### Met1 routing, run 1

Bar = 20 um. Supply wires on this layer in gray.
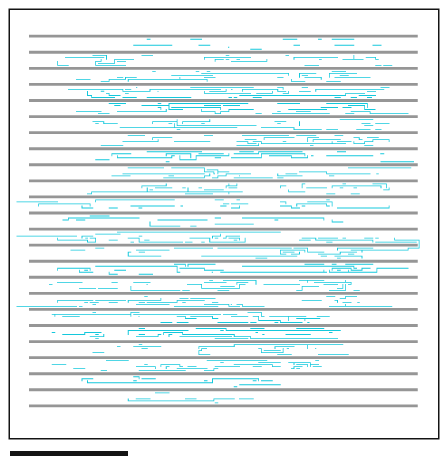
### Signal wires on met2, run 1

Cells faint in the background.
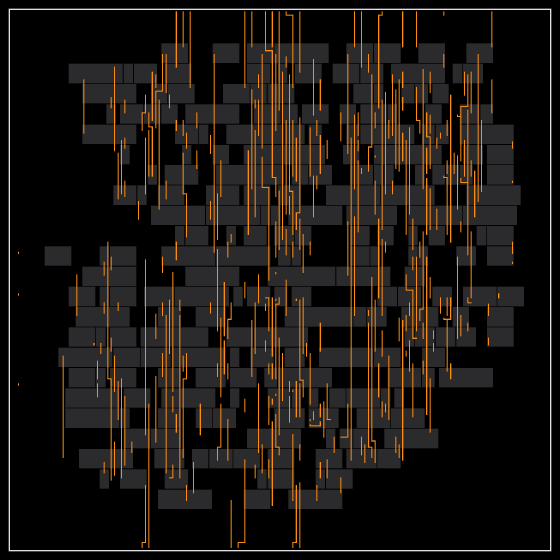
### Metal 3, run 1

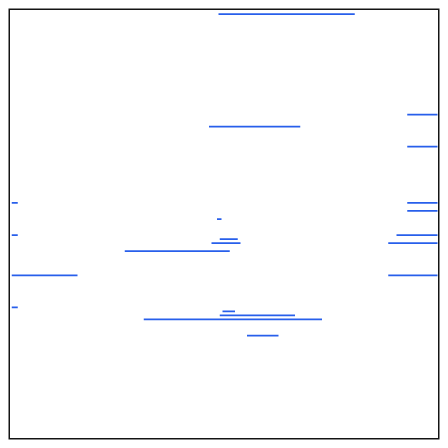
Design afifo_wr_packer, sky130hd; sources not shown.
==> run notes, run 1 <==
Physical implementation status

In the CTS report, the clock slew at the register clock pins of the worst setup and hold paths is listed as 60 ps. Combinational power for this build is 97.1 uW. The die is 72.4 um wide. The share of final layout cell area taken by non-clock buffers stands at 0.175. There are 36 flip-flops and latches. The layout cell share with drive strength beyond 1 stands at 0.127.

The share of async-settable or async-resettable flops after synthesis stands at 0. Per the area breakdown, the dominant cell category is combinational gates. The run finished with clean final reports.

The share of total power dissipated in the clock network is 0.501. The largest fanout on the critical path stands at 8. The critical path crosses 4 cells after its start point. The post-placement cell area is 2190 um^2.

The net count after synthesis stands at 198. The report gives the cell count of the worst hold path as 1. Across all register-to-register paths, the minimum setup slack is 630 ps.

The critical path in the final layout is reported with a setup slack of 213 ps. Of the total synthesized cell area, the portion taken by XOR and XNOR cells is 0.0496. The detailed placer reported the number of placed instances as 270.

The top-level I/O count stands at 34. The number of search-and-repair iterations in the first detailed-routing pass stands at 5.
-- 'Met1 routing' (at the start) --
- share of all routed wire: 49%
- wire length on this layer: 1890 um
final routed wirelength across all metal layers: 3900 um
vias post-DR: 1444
met1 demand-to-capacity share in global routing: 0.210

-- 'Signal wires on met2' (at the start) --
- wire length on this layer: 1810 um
- nets with wire on the layer: 202
met2 usage in global routing: 0.246

-- 'Metal 3' (at the start) --
- wire length on this layer: 167 um
- nets with wire on the layer: 19
- main direction: horizontal
- longest straight run: 29.9 um
- share of all routed wire: 4.3%
met3 global-route usage: 0.0388

[run 1: cell usage in the layout, fill, tap and decap left out, types with 2 or more instances in the layout]
cell / instances
and3_1: 2
clkbuf_16: 5
or3_1: 3
ha_1: 5
nand2b_1: 3
o31ai_1: 2
mux2i_1: 11
nor3b_1: 2
xor2_1: 9
nand3_1: 2
or4_1: 2
o21ai_0: 7
nor2b_1: 6
nor3_1: 2
inv_1: 5
a22o_1: 9
clkdlybuf4s50_1: 33
nand2_1: 10
mux2_2: 8
o2bb2ai_1: 2
dfxtp_1: 36
nand4_1: 6
clkinv_1: 2
nor2_1: 25
buf_4: 8
a21oi_1: 7
o21a_1: 2
### Wire density map, run 1

The die is cut into 14 by 14 equal tiles; dark blue is low, red is high, scaled to the fullest tile. Values are wire area over tile area, all layers added.
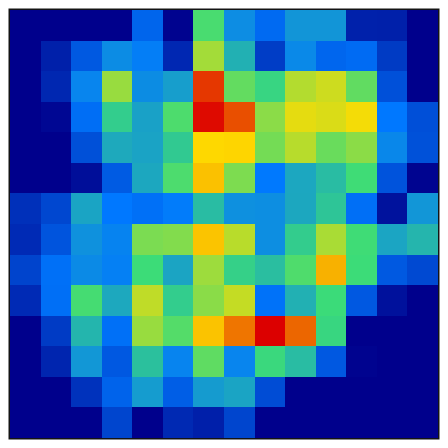

==> run 1 -> run 2 <==
--- a/config.mk
+++ b/config.mk
@@ -5,13 +5,15 @@
 export SDC_FILE = /design/constraint.sdc
 export NUM_CORES = 1
 export LEC_CHECK = 0
+export ABC_CLOCK_PERIOD_IN_PS = 2600
 export CAP_MARGIN = 20
 export CORE_MARGIN = 3
 export CORE_UTILIZATION = 40
 export CTS_BUF_LIST = sky130_fd_sc_hd__clkbuf_16
 export CTS_CLUSTER_DIAMETER = 200
 export DETAILED_ROUTE_END_ITERATION = 8
-export PLACE_DENSITY = 0.66
+export GPL_ROUTABILITY_DRIVEN = 0
+export PLACE_DENSITY = 0.74
 export SYNTH_ARGS = -nofsm -noshare
 export SYNTH_HDL_FRONTEND = slang
 export SYNTH_HIERARCHICAL = 1
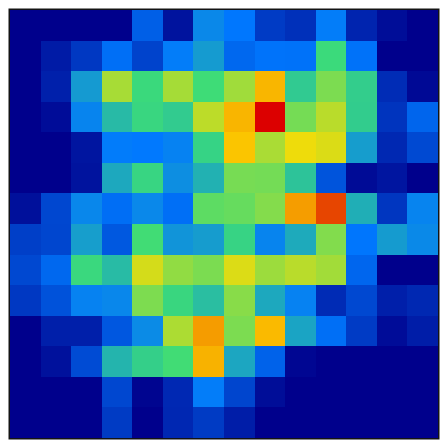
*Wire density map, run 2*
The die is cut into 14 by 14 equal tiles; dark blue is low, red is high, scaled to the fullest tile. Values are wire area over tile area, all layers added.
- fullest tile: 0.42
- densest ninth of the die: center
- nearly empty tiles: 22%
vias post-DR: 1430
Tot GR Track Use: 0.156
wire length per cell: 13.6 um

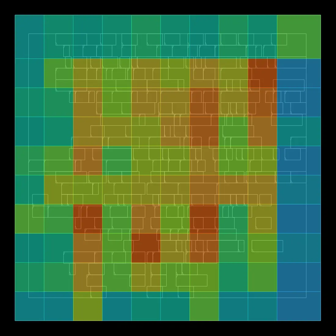
*Routing congestion, run 2*
met3 global-route usage: 0.0360
met2 usage in global routing: 0.249

==> run 2 against run 1 <==
Compared with the run above:
- wire length decreased by 4.1%
- register-to-register slack got worse by 110 ps
- highest routed layer unchanged
- count of clock-buffer cells in the layout unchanged
- largest power group is now registers
- critical path type unchanged
- maximum frequency increased by 3.4%
- combinational power decreased by 5.3%
- critical path depth decreased by 1
- clock power decreased by 17%
- clock skew decreased by 1.2 ps
==> run notes, run 2 <==
Physical implementation status

The share of async-settable or async-resettable flops after synthesis is 0 (unchanged). The most numerous logic cell after layout is dfxtp_1 (unchanged). The register-to-register path setup slack stands at 520 ps (was 630 ps). The clock edge transition at the registers on the reported setup and hold paths came to 50 ps (was 60 ps). The number of flip-flops under the largest register name came to 16 (unchanged). The number of warning messages in the yosys log was 6 (unchanged). The yosys cell count stands at 186 (unchanged). The cell repeated most along the worst path is clkdlybuf4s50_1 (unchanged).

The post-route total power stands at 1.20 mW (was 1.32 mW). The routed wire length is 3740 um (was 3900 um). The count of buffer and inverter cells on the critical path stands at 2 (was 3). The met1 capacity usage during global routing came to 0.207 (was 0.210). The final cell count without fillers stands at 275 (was 278).

Result of the run: complete, no violations (unchanged). The total instance count after detailed placement came to 267 (was 270). The cell depth of the worst hold path came to 1 (unchanged). The largest fanout on the critical path stands at 3 (was 8).

The area enclosed by the die boundary stands at 5250 um^2 (unchanged). The share of the cycle needed by the critical path after routing stands at 0.888 (was 0.918). The number of search-and-repair iterations in the first detailed-routing pass stands at 4 (was 5). The family with the most delay on the worst path is buffers and inverters (unchanged). The worst endpoint data arrival time came to 1790 ps (was 1870 ps). The net count after synthesis is 198 (unchanged). The post-route worst setup slack was 292 ps (was 213 ps). The top-level I/O count stands at 34 (unchanged). The horizontal die dimension came to 72.4 um (unchanged). The antenna diode count stands at 0 (unchanged). The layout cell share with drive strength beyond 1 is 0.111 (was 0.127). The number of remaining DRC errors was 0 (unchanged).
==> run 2: cell type report <==
type / count / area, um^2
fill: 365 / 1830
inverter: 5 / 18.8
tap: 50 / 62.6
sequential: 36 / 721
multi-input combinational: 137 / 976
timing repair buffer: 39 / 375
clock inverter: 3 / 11.3
clock buffer: 5 / 125
==> run 2: cells by family (layout without fill, tap and decap cells) <==
family                     Yosys count  after routing  synth area share
AOI/OAI and AO/OA                   32             32             0.126
xor gates and xnor gates            10             10            0.0496
adders and majority gates            5              5            0.0354
buffers and inverters               13             52            0.0390
DFF                                 36             36             0.408
muxes                               19             19             0.113
and+or+nand+nor                     71             71             0.228
==> run 2: where the power goes <==
part	switching (mW)	internal [mW]
combinational	0.0484	0.0436
sequential	0.00592	0.558
clock	0.205	0.344
Power is estimated from default activity; no workload was simulated.
